===== src/rtl/mem_port_arbiter_pkg.sv =====
// Shared definitions for the byte-serial memory port arbiter:
// default widths, FSM state encoding and grant encoding.
package mem_port_arbiter_pkg;

  localparam int WORD_LEN = 16;
  localparam int ADDR_LEN = 16;
  localparam int CELL_LEN = 8;

  typedef enum logic [1:0] {
    IDLE = 2'd0,
    HI   = 2'd1,
    LO   = 2'd2,
    DONE = 2'd3
  } state_t;

  typedef enum logic {
    GNT_FETCH = 1'b0,
    GNT_DATA  = 1'b1
  } grant_t;

endpackage


===== src/rtl/mem_port_arbiter_if.sv =====
// Bus bundle between the two word requesters, the arbiter and the byte memory.
// slave: the arbiter's view. master: the environment (requesters + memory).
interface mem_port_arbiter_if #(
  parameter int WORD_LEN = mem_port_arbiter_pkg::WORD_LEN,
  parameter int ADDR_LEN = mem_port_arbiter_pkg::ADDR_LEN,
  parameter int CELL_LEN = mem_port_arbiter_pkg::CELL_LEN
);
  import mem_port_arbiter_pkg::*;

  logic                f_req;
  logic [ADDR_LEN-1:0] f_addr;
  logic                f_ack;
  logic [WORD_LEN-1:0] f_rdata;

  logic                d_req;
  logic                d_we;
  logic [ADDR_LEN-1:0] d_addr;
  logic [WORD_LEN-1:0] d_wdata;
  logic                d_ack;
  logic [WORD_LEN-1:0] d_rdata;

  logic                busy;

  logic [ADDR_LEN-1:0] mem_addr;
  logic                mem_we;
  logic [CELL_LEN-1:0] mem_wdata;
  logic [CELL_LEN-1:0] mem_rdata;

  modport slave (
    input  f_req, f_addr, d_req, d_we, d_addr, d_wdata, mem_rdata,
    output f_ack, f_rdata, d_ack, d_rdata, busy, mem_addr, mem_we, mem_wdata
  );

  modport master (
    output f_req, f_addr, d_req, d_we, d_addr, d_wdata, mem_rdata,
    input  f_ack, f_rdata, d_ack, d_rdata, busy, mem_addr, mem_we, mem_wdata
  );

endinterface


===== src/rtl/mem_port_arbiter_arb_pick.sv =====
// Combinational winner select between fetch and data requests.
// With MEM_ARB_RR_EN defined a tie goes to the side not granted last;
// otherwise data always beats fetch.
module arb_pick (
  input  logic                         f_req,
  input  logic                         d_req,
  input  mem_port_arbiter_pkg::grant_t last_grant,
  output mem_port_arbiter_pkg::grant_t gnt
);
  import mem_port_arbiter_pkg::*;

`ifdef MEM_ARB_RR_EN
  // Alternate on a tie; a lone requester wins regardless of the pointer
  always_comb begin
    if (f_req && d_req) begin
      gnt = (last_grant == GNT_DATA) ? GNT_FETCH : GNT_DATA;
    end else if (d_req) begin
      gnt = GNT_DATA;
    end else begin
      gnt = GNT_FETCH;
    end
  end
`else
  logic unused_pick;
  assign unused_pick = ^{f_req, last_grant};

  // Fixed priority: data over fetch
  always_comb begin
    gnt = d_req ? GNT_DATA : GNT_FETCH;
  end
`endif

endmodule


===== src/rtl/mem_port_arbiter.sv =====
// Shares one byte-wide synchronous memory between fetch and load/store.
// Each 16-bit word is two byte cycles, big-endian: high byte at a, low at a+1.
// IDLE -> HI -> LO -> DONE -> IDLE; ack pulses in DONE, 3 cycles after accept.
// Optional macro MEM_ARB_RR_EN: round-robin on ties (default: data wins).
module mem_port_arbiter #(
  parameter int WORD_LEN = mem_port_arbiter_pkg::WORD_LEN,
  parameter int ADDR_LEN = mem_port_arbiter_pkg::ADDR_LEN,
  parameter int CELL_LEN = mem_port_arbiter_pkg::CELL_LEN
) (
  input logic              clk,
  input logic              rst,
  mem_port_arbiter_if.slave bus
);
  import mem_port_arbiter_pkg::*;

  state_t              state_q;
  state_t              state_d;
  grant_t              gnt_q;
  grant_t              pick;
  grant_t              last_grant;
  logic [ADDR_LEN-1:0] addr_q;
  logic                we_q;
  logic [WORD_LEN-1:0] wdata_q;
  logic [CELL_LEN-1:0] hi_q;
  logic [WORD_LEN-1:0] f_rdata_q;
  logic [WORD_LEN-1:0] d_rdata_q;
  logic                any_req;
  logic                accept;
  logic [WORD_LEN-1:0] word_done;

  assign any_req   = bus.f_req | bus.d_req;
  assign accept    = (state_q == IDLE) && any_req;
  // Low byte arrives on mem_rdata during DONE, one cycle after LO's address
  assign word_done = {hi_q, bus.mem_rdata};

`ifdef MEM_ARB_RR_EN
  grant_t last_q;

  // Last-grant pointer, updated on every accepted request
  always_ff @(posedge clk) begin
    if (rst) begin
      last_q <= GNT_DATA;
    end else if (accept) begin
      last_q <= pick;
    end
  end

  assign last_grant = last_q;
`else
  assign last_grant = GNT_DATA;
`endif

  arb_pick u_pick (
    .f_req      (bus.f_req),
    .d_req      (bus.d_req),
    .last_grant (last_grant),
    .gnt        (pick)
  );

  // State register
  always_ff @(posedge clk) begin
    if (rst) begin
      state_q <= IDLE;
    end else begin
      state_q <= state_d;
    end
  end

  // Next state: fixed four-cycle walk once a request is taken
  always_comb begin
    state_d = state_q;
    case (state_q)
      IDLE:    if (any_req) state_d = HI;
      HI:      state_d = LO;
      LO:      state_d = DONE;
      DONE:    state_d = IDLE;
      default: state_d = IDLE;
    endcase
  end

  // Latch the winner's request; only a store carries meaningful write data
  always_ff @(posedge clk) begin
    if (rst) begin
      gnt_q   <= GNT_FETCH;
      addr_q  <= '0;
      we_q    <= 1'b0;
      wdata_q <= '0;
    end else if (accept) begin
      gnt_q <= pick;
      if (pick == GNT_DATA) begin
        addr_q  <= bus.d_addr;
        we_q    <= bus.d_we;
        wdata_q <= bus.d_we ? bus.d_wdata : '0;
      end else begin
        addr_q  <= bus.f_addr;
        we_q    <= 1'b0;
        wdata_q <= '0;
      end
    end
  end

  // Capture returned bytes; per-port read words hold between accesses
  always_ff @(posedge clk) begin
    if (rst) begin
      hi_q      <= '0;
      f_rdata_q <= '0;
      d_rdata_q <= '0;
    end else begin
      if (state_q == LO) begin
        hi_q <= bus.mem_rdata;
      end
      if (state_q == DONE) begin
        if (gnt_q == GNT_FETCH) begin
          f_rdata_q <= word_done;
        end else begin
          d_rdata_q <= word_done;
        end
      end
    end
  end

  // Outputs from state; rst masks writes and acks so an abort takes effect at once
  always_comb begin
    bus.mem_addr  = '0;
    bus.mem_we    = 1'b0;
    bus.mem_wdata = '0;
    bus.f_ack     = 1'b0;
    bus.d_ack     = 1'b0;
    bus.f_rdata   = f_rdata_q;
    bus.d_rdata   = d_rdata_q;
    bus.busy      = (state_q != IDLE);
    case (state_q)
      HI: begin
        bus.mem_addr  = addr_q;
        bus.mem_we    = we_q & ~rst;
        bus.mem_wdata = wdata_q[WORD_LEN-1:CELL_LEN];
      end
      LO: begin
        bus.mem_addr  = addr_q + 1'b1;
        bus.mem_we    = we_q & ~rst;
        bus.mem_wdata = wdata_q[CELL_LEN-1:0];
      end
      DONE: begin
        if (gnt_q == GNT_FETCH) begin
          bus.f_ack   = ~rst;
          bus.f_rdata = word_done;
        end else begin
          bus.d_ack   = ~rst;
          bus.d_rdata = word_done;
        end
      end
      default: ;
    endcase
  end

endmodule

===== src/flat_wrapper.sv =====
// flat-port wrapper written by rule: the top's interface ports become plain ports
module mem_port_arbiter_flat import mem_port_arbiter_pkg::*;
#(
  parameter int WORD_LEN = mem_port_arbiter_pkg::WORD_LEN,
  parameter int ADDR_LEN = mem_port_arbiter_pkg::ADDR_LEN,
  parameter int CELL_LEN = mem_port_arbiter_pkg::CELL_LEN
)
  (clk, rst, bus_f_req, bus_f_addr, bus_d_req, bus_d_we, bus_d_addr, bus_d_wdata, bus_mem_rdata, bus_f_ack, bus_f_rdata, bus_d_ack, bus_d_rdata, bus_busy, bus_mem_addr, bus_mem_we, bus_mem_wdata);
  mem_port_arbiter_if #(.WORD_LEN(WORD_LEN), .ADDR_LEN(ADDR_LEN), .CELL_LEN(CELL_LEN)) bus_i ();
  input logic clk;
  input logic rst;
  input wire logic [$bits(bus_i.f_req)-1:0] bus_f_req;
  input wire logic [$bits(bus_i.f_addr)-1:0] bus_f_addr;
  input wire logic [$bits(bus_i.d_req)-1:0] bus_d_req;
  input wire logic [$bits(bus_i.d_we)-1:0] bus_d_we;
  input wire logic [$bits(bus_i.d_addr)-1:0] bus_d_addr;
  input wire logic [$bits(bus_i.d_wdata)-1:0] bus_d_wdata;
  input wire logic [$bits(bus_i.mem_rdata)-1:0] bus_mem_rdata;
  output wire logic [$bits(bus_i.f_ack)-1:0] bus_f_ack;
  output wire logic [$bits(bus_i.f_rdata)-1:0] bus_f_rdata;
  output wire logic [$bits(bus_i.d_ack)-1:0] bus_d_ack;
  output wire logic [$bits(bus_i.d_rdata)-1:0] bus_d_rdata;
  output wire logic [$bits(bus_i.busy)-1:0] bus_busy;
  output wire logic [$bits(bus_i.mem_addr)-1:0] bus_mem_addr;
  output wire logic [$bits(bus_i.mem_we)-1:0] bus_mem_we;
  output wire logic [$bits(bus_i.mem_wdata)-1:0] bus_mem_wdata;
  assign bus_i.f_req = bus_f_req;
  assign bus_i.f_addr = bus_f_addr;
  assign bus_i.d_req = bus_d_req;
  assign bus_i.d_we = bus_d_we;
  assign bus_i.d_addr = bus_d_addr;
  assign bus_i.d_wdata = bus_d_wdata;
  assign bus_i.mem_rdata = bus_mem_rdata;
  assign bus_f_ack = bus_i.f_ack;
  assign bus_f_rdata = bus_i.f_rdata;
  assign bus_d_ack = bus_i.d_ack;
  assign bus_d_rdata = bus_i.d_rdata;
  assign bus_busy = bus_i.busy;
  assign bus_mem_addr = bus_i.mem_addr;
  assign bus_mem_we = bus_i.mem_we;
  assign bus_mem_wdata = bus_i.mem_wdata;
  mem_port_arbiter #(.WORD_LEN(WORD_LEN), .ADDR_LEN(ADDR_LEN), .CELL_LEN(CELL_LEN)) u_core (.clk(clk), .rst(rst), .bus(bus_i));
endmodule

===== config.mk =====
export PLATFORM = sky130hd
export DESIGN_NAME = mem_port_arbiter_flat
export DESIGN_NICKNAME = d
export VERILOG_FILES = /design/src/rtl/mem_port_arbiter_pkg.sv /design/src/rtl/mem_port_arbiter_if.sv /design/src/rtl/mem_port_arbiter_arb_pick.sv /design/src/rtl/mem_port_arbiter.sv /design/src/flat_wrapper.sv
export SDC_FILE = /design/constraint.sdc
export NUM_CORES = 1
export LEC_CHECK = 0
export CAP_MARGIN = 30
export CORE_UTILIZATION = 46
export CTS_BUF_LIST = sky130_fd_sc_hd__clkbuf_16
export CTS_CLUSTER_SIZE = 40
export DETAILED_ROUTE_END_ITERATION = 12
export GPL_ROUTABILITY_DRIVEN = 1
export PLACE_DENSITY = 0.81
export SYNTH_ARGS = -nofsm -noshare
export SYNTH_HDL_FRONTEND = slang
export SYNTH_SLANG_ARGS = --single-unit

===== constraint.sdc =====
create_clock -name clk -period 2.89 [get_ports clk]
set_input_delay 0.7225 -clock clk [delete_from_list [all_inputs] [get_ports clk]]
set_output_delay 0.7225 -clock clk [all_outputs]
set_load 0.02 [all_outputs]

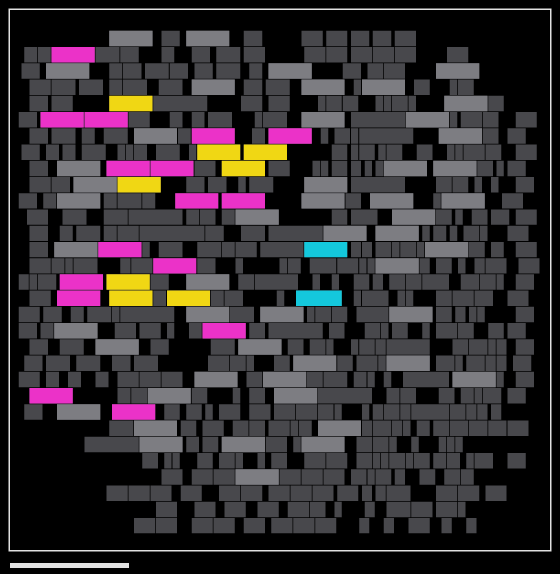
Figure 1: run 1, sequential cells grouped by signal name.
Scale bar: 20 µm.
Key: u_core.f_rdata_q = magenta [sequential cells 16]; u_core.hi_q = yellow [sequential cells 8]; u_core.state_q = cyan [sequential cells 2]
Finished Core Util: 0.713
sequential power: 1.34 mW
Reg area: 1520 µm²
sequential portion of the cell area: 0.288

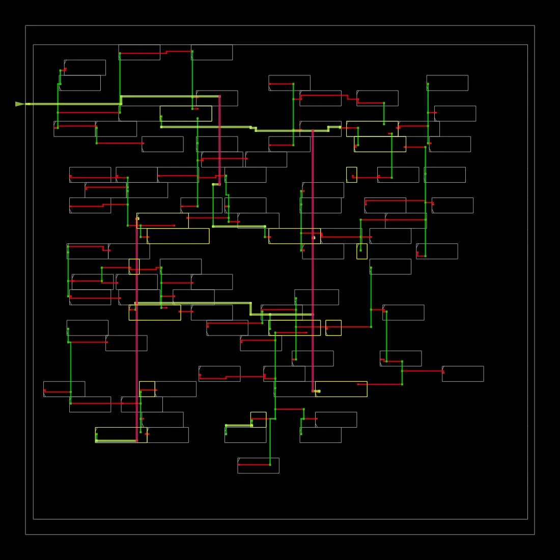
Figure 2: run 1, clock routing.
FFs & Latches: 76
Insertion Delay late pin: 0.33 ns
clk sinks: 76
TritonCTS buffer count: 9
CLK BUF: 9

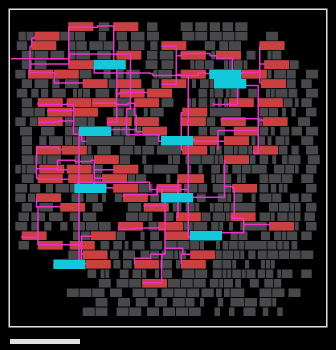
Figure 3: run 1, clock wires, drivers and flops.
Scale bar: 20 µm.
Key: clock drivers = cyan [count 9]; flip-flops = red [count 76]; clock wires = magenta [length 877 µm]
There are 10 routed clock nets.

## run 1: power by group
| part | switching (mW) | leakage, nW | internal, mW | total, mW |
|---|---|---|---|---|
| registers | 0.125 | 0.619 | 1.21 | 1.34 |
| clock network | 0.427 | 0.137 | 0.663 | 1.09 |
| logic | 0.970 | 1.54 | 0.713 | 1.68 |
| total | 1.52 | 2.30 | 2.59 | 4.11 |
## run 1: what timing repair did
| action | CTS | global route |
|---|---|---|
| pin swaps | 0 | 0 |
| resized | 73 | 16 |
| setup endpoints to repair | 56 | 13 |
## run 1: logic make-up after synthesis
family | share of synthesized area
muxes | 0.172
AOI/OAI and AO/OA | 0.146
buffers and inverters | 0.0438
and+or+nand+nor | 0.194
adders and majority gates | 0.0209
DFF | 0.423
==> Slide: Implementation Results, run 1 <==
Implementation Results

Cells and area
  – Non-clock buffer area fraction after layout: 0.258
  – Diode count: 0
  – Non-CTS buffers: 148
  – Fin area: 5280 µm²
  – Combinational Area: 1950 µm²
  – Final Non-Filler Cells: 623
  – Top cell excl fill/tap: dfxtp_1
  – Most common logic cells in the final layout: dfxtp_1 (75), clkdlybuf4s50_1 (64), nor2_1 (60)
  – Final nets: 586
  – Non-CTS inverters: 8
  – Max-area cell class: multi-input combinational cells
  – Multi-input gates: 276
  – Area Overhead vs Synth: 46.7%
  – Layout cell share with drive strength beyond 1: 0.181
  – Fillcell total: 584
  – Logic share of the area: 0.369
  – ClkCell Share: 0.0554

Timing
  – Final period util: 0.978
  – Fin Hold WS: 0.495 ns
  – Worst Slack Setup Final: 0.0643 ns
  – Final Max-Slew Violation Tally: 0
  – Relative slew margins: 0.569
  – Final worst path period need: 2.83 ns
  – Tightest Pin Transition: 0.642 ns
  – Final hold viol count: 0
  – Fmax: 354 MHz
  – Worst clock skew: 0.00729 ns
  – TNS Setup: 0 ns

Worst hold path
  – Hold Path End: u_core.wdata_q[15]$_SDFFE_PP0P_
  – Hold Path Depth: 2
  – HP Start: u_core.wdata_q[15]$_SDFFE_PP0P_
  – Hold WC Path Type: flip-flop to flip-flop

CTS
  – Clk buf depth: 2
  – Worst-path clk slew: 0.06 ns
  – H-tree depth: 3
  – Root buffer cell: clkbuf_16
  – CTS Hold Bufs: 0
  – Post-CTS setup buffers: 0
  – CTS tree: built

Synthesis
  – Synth cell count leaders: dfxtp_1 (76), nor2_1 (61), mux2_2 (32), nor2b_1 (32)
  – Synth flops: 76
  – Synth Cell Area: 3600 µm²
  – Area share, top type: 0.423
  – Main synth FF type: dfxtp_1
  – Number of enable flip-flop cells: 0
  – Ys Warns: 0
  – Yosys Instances: 390
  – Top post-synthesis cells by area: dfxtp_1 (42%), mux2_2 (10%), mux2i_1 (7.2%), nor2_1 (6.4%), nor2b_1 (5.6%)
  – Yosys chip area: 3600 µm²
  – Syn Area/Cell: 9.23 µm²
  – Synth Instances: 390
  – Top-count cell post-synth: dfxtp_1
  – Nets at Floorplan: 457
  – Post-synth top area cell: dfxtp_1

Die
  – Chip Height: 90.5 µm
  – Core Rows: 31
  – Tap cell count: 99
  – Core outline area: 7410 µm²
  – Ports: 121
  – Fp util: 0.486

Detailed routing
  – Via density: 5.43
  – DR vias: 3380
  – Wire per inst: 16.0 µm
  – DR iter-0 viols: 187
  – ANT nets after route: 0
  – Met3 Wirelength: 814 µm
  – DR top layer: met4
  – DR pass1 iterations: 5
  – Metal2 WL: 4.69 mm
  – WL met1: 4.26 mm
  – Number of remaining DRC errors: 0

Setup path
  – R2R depth: 7
  – R2R Setup Slk: 1.18 ns
  – Crit path max fanout: 7
  – Critical R2R Launch: u_core.state_q[1]$_SDFFE_PP0P_
  – Reg2reg end: u_core.addr_q[1]$_SDFFE_PP0P_
  – Ordered list of cells on the worst path: and4_2 > nand4_4 > or4_1 > nand3_1 > clkdlybuf4s15_2
  – Worst path depth: 5
  – WP data required: 2.17 ns
  – Critical path type: flip-flop to primary output
  – Setup crit start: u_core.addr_q[3]$_SDFFE_PP0P_
  – Critical path's slowest cell: or4_1
  – Worst path arrival time: 2.10 ns
  – Crit. End Element: primary output
  – Critical path buffer and inverter count: 1
  – CP max stage delay: 0.49 ns

Global route
  – GRT met1 Usage: 0.312
  – GRT Total Usage: 0.246
  – Met2 Usage GRT: 0.391
  – Met3 Resource Use GR: 0.0783
  – Initial antenna violation count: 0
  – Vias in the first global route: 3242
  – First-pass GRT wire length: 16.1 mm
  – Largest net degree at the start of global routing: 61
  – Gr busiest metal: met2

Flow run
  – Tool Warnings: 31
  – MaxCap Viol Count: 0

Placement
  – Placer congestion estimate: 0.887
  – Port Buffers: 120
  – Place WS: -0.0151 ns
  – Final HPWL from detailed placement: 7.00 mm
  – Dpl cells: 607
  – Area after DPL: 5030 µm²

Power
  – Pwr Total: 4.11 mW
  – Leak: 2.30 nW
  – Power density cells: 778 nW/µm²
  – Maximum vdd drop: 385 µV

Outcome
  – Status: completed
==> run 1 -> run 2 <==
--- a/config.mk
+++ b/config.mk
@@ -5,7 +5,7 @@
 export SDC_FILE = /design/constraint.sdc
 export NUM_CORES = 1
 export LEC_CHECK = 0
-export CAP_MARGIN = 30
+export CAP_MARGIN = 20
 export CORE_UTILIZATION = 46
 export CTS_BUF_LIST = sky130_fd_sc_hd__clkbuf_16
 export CTS_CLUSTER_SIZE = 40
==> Slide: Implementation Results, run 2 <==
Implementation Results

Synthesis
  – Nets at Floorplan: 457
  – Yosys Instances: 390
  – Yosys chip area: 3600 µm²
  – Main synth FF type: dfxtp_1
  – Xor+xnor area frac: 0
  – Aoi share: 0.146
  – Synth flops: 76
  – Number of enable flip-flop cells: 0
  – Post-synth top area cell: dfxtp_1
  – Post-synthesis mux area share: 0.172
  – Syn Area/Cell: 9.23 µm²
  – Post-synth seq share: 0.423
  – Area share, top type: 0.423
  – Cell Type Count: 36
  – Adder Share, Synth: 0.0209
  – Top-count cell post-synth: dfxtp_1
  – Synth Instances: 390
  – Main logic family after synthesis: simple AND/OR/NAND/NOR gates
  – Ys Warns: 0
  – Top post-synthesis cells by area: dfxtp_1 (42%), mux2_2 (10%), mux2i_1 (7.2%), nor2_1 (6.4%), nor2b_1 (5.6%)
  – Synth Cell Area: 3600 µm²
  – And+or+nand+nor area frac: 0.194
  – Synth cell count leaders: dfxtp_1 (76), nor2_1 (61), mux2_2 (32), nor2b_1 (32)
  – Post-synth ARST share: 0

Setup path
  – Ordered list of cells on the worst path: and4_2 > nand4_4 > or4_1 > nand3_1 > clkdlybuf4s15_2
  – Crit path max fanout: 7
  – R2R depth: 5
  – WP data required: 2.17 ns
  – Critical path buffer and inverter count: 1
  – Setup crit start: u_core.addr_q[3]$_SDFFE_PP0P_
  – Critical R2R Launch: u_core.state_q[1]$_SDFFE_PP0P_
  – Critical Path Sink: bus_mem_addr[15]
  – Worst path arrival time: 2.07 ns
  – Reg2reg end: u_core.wdata_q[4]$_SDFFE_PP0P_
  – CP max stage delay: 0.49 ns
  – Crit start category: flip-flop
  – Critical path type: flip-flop to primary output
  – R2R Setup Slk: 1.18 ns
  – Crit. End Element: primary output
  – Critical path's slowest cell: or4_1
  – Crit-path leading delay family: simple AND/OR/NAND/NOR gates
  – Worst path depth: 5

CTS
  – CTS tree: built
  – TritonCTS buffer count: 9
  – Post-CTS sizing: 72
  – H-tree depth: 3
  – Insertion Delay late pin: 0.33 ns
  – CTS Hold Bufs: 0
  – Clk sinks: 76
  – Worst-path clk slew: 0.06 ns
  – Post-CTS setup buffers: 0
  – Clk buf depth: 2
  – Root buffer cell: clkbuf_16

Power
  – Leak: 2.30 nW
  – Comb pwr share: 0.415
  – Top pwr grp: combinational logic
  – Sw frac: 0.370
  – Clock share of power: 0.260
  – Power density cells: 779 nW/µm²
  – P_sw: 1.52 mW
  – Combinational gate power: 1.71 mW
  – Int Power: 2.59 mW
  – Maximum vdd drop: 378 µV
  – Sequential share of power: 0.326
  – Sequential power: 1.34 mW

Global route
  – Met2 Usage GRT: 0.406
  – GRT Total Usage: 0.248
  – GRT overflow: 0
  – First-pass GRT wire length: 16.2 mm
  – Initial antenna violation count: 0
  – Largest net degree at the start of global routing: 61
  – Vias in the first global route: 3296
  – Met3 Resource Use GR: 0.0808
  – GRT met1 Usage: 0.307
  – Gr busiest metal: met2

Placement
  – Placer congestion estimate: 0.887
  – Place WS: 0.0000859 ns
  – Port Buffers: 120
  – Final HPWL from detailed placement: 7.00 mm

Timing
  – Tightest Pin Transition: 0.620 ns
  – Final hold viol count: 0
  – Setup Viol. Count Final: 0
  – Final worst path period need: 2.79 ns
  – Final period util: 0.965
  – Fin Hold WS: 0.496 ns
  – Relative slew margins: 0.587
  – Final Max-Slew Violation Tally: 0
  – Fmax: 358 MHz
  – Worst Slack Setup Final: 0.0999 ns

Worst hold path
  – Hold Path End: u_core.wdata_q[3]$_SDFFE_PP0P_
  – Hold Path Depth: 2
  – Hold WC Path Type: flip-flop to flip-flop
  – HP Start: u_core.wdata_q[3]$_SDFFE_PP0P_

Cells and area
  – Fillcell total: 577
  – Combinational Area: 1950 µm²
  – Most common logic cells in the final layout: dfxtp_1 (75), clkdlybuf4s50_1 (65), nor2_1 (60)
  – Reg area: 1520 µm²
  – Layout cell share with drive strength beyond 1: 0.178
  – Diode count: 0
  – Top cell excl fill/tap: dfxtp_1
  – Final nets: 586
  – Area Overhead vs Synth: 46.9%
  – Finished Core Util: 0.714

Detailed routing
  – Metal2 WL: 4.90 mm
  – Number of remaining DRC errors: 0
  – DR pass1 iterations: 5
  – Met3 Wirelength: 802 µm
  – Wire per inst: 16.4 µm
  – Via density: 5.48
  – DR vias: 3406
  – ANT nets after route: 0
  – DR top layer: met4
  – Final wirelength: 10.2 mm
  – DR iter-0 viols: 213
  – WL met1: 4.41 mm

Die
  – Core outline area: 7410 µm²
  – Ports: 121
  – Die width: 90.5 µm
  – Core Rows: 31
  – Fp util: 0.486
  – Die area: 8180 µm²
  – Chip Height: 90.5 µm

Flow run
  – Tool Warnings: 31
  – MaxCap Viol Count: 0

Outcome
  – Status: completed
[run 2: cell counts after synthesis]
Identical to the previous run, type by type.
[run 2: area by class of cell]
type                    count  share of cell area
multi-input cells         276               0.369
flip-flops and latches     76               0.288
repair buffers            148               0.261
clock buffers               9              0.0426
well taps                  99              0.0234
clock inverters             6              0.0107
inverters                   8             0.00568
[run 2: through the flow]
stage | area, µm² | std cells | total power, mW | setup TNS [ns]
2_1_floorplan | 3600 | 390 | 2.32 | 0
3_3_place_gp | 5020 | 606 | 2.97 | 0
3_5_place_dp | 5020 | 606 | 3.02 | 0
4_1_cts | 5260 | 621 | 4.06 | -0.0957
5_1_grt | 5290 | 622 | 4.31 | -0.000767
6_report | 5290 | 622 | 4.12 | 0
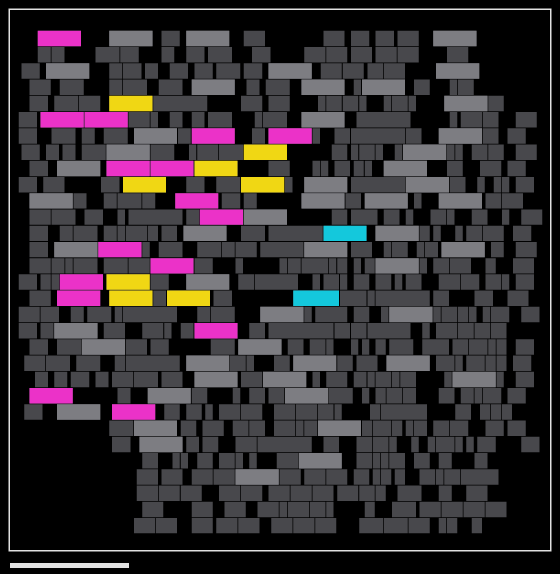
Figure 4: run 2, sequential cells grouped by signal name.
Scale bar: 20 µm.
Key: u_core.f_rdata_q = magenta [sequential cells 16]; u_core.state_q = cyan [sequential cells 2]; u_core.hi_q = yellow [sequential cells 8]

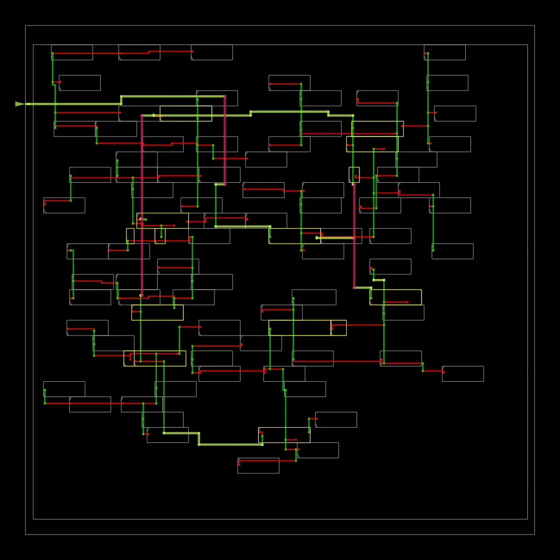
Figure 5: run 2, clock routing.
worst clock skew: 0.00606 ns
Clk. pwr: 1.07 mW

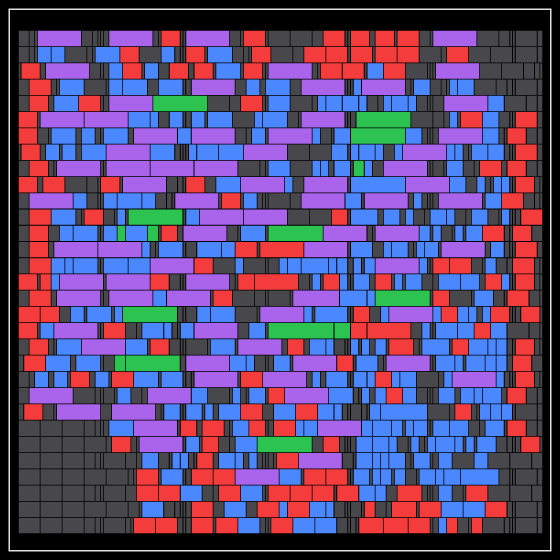
Figure 6: run 2, placed cells, one color a class.
Fill, decap, tap and diode cells in gray.
Key: clock drivers and dummy loads = green [cells 15]; combinational and other logic = blue [cells 284]; flops = purple [cells 76]; other buffers and delay cells = red [cells 148]

No activity file was given, so power comes from the tool's default toggle rates.
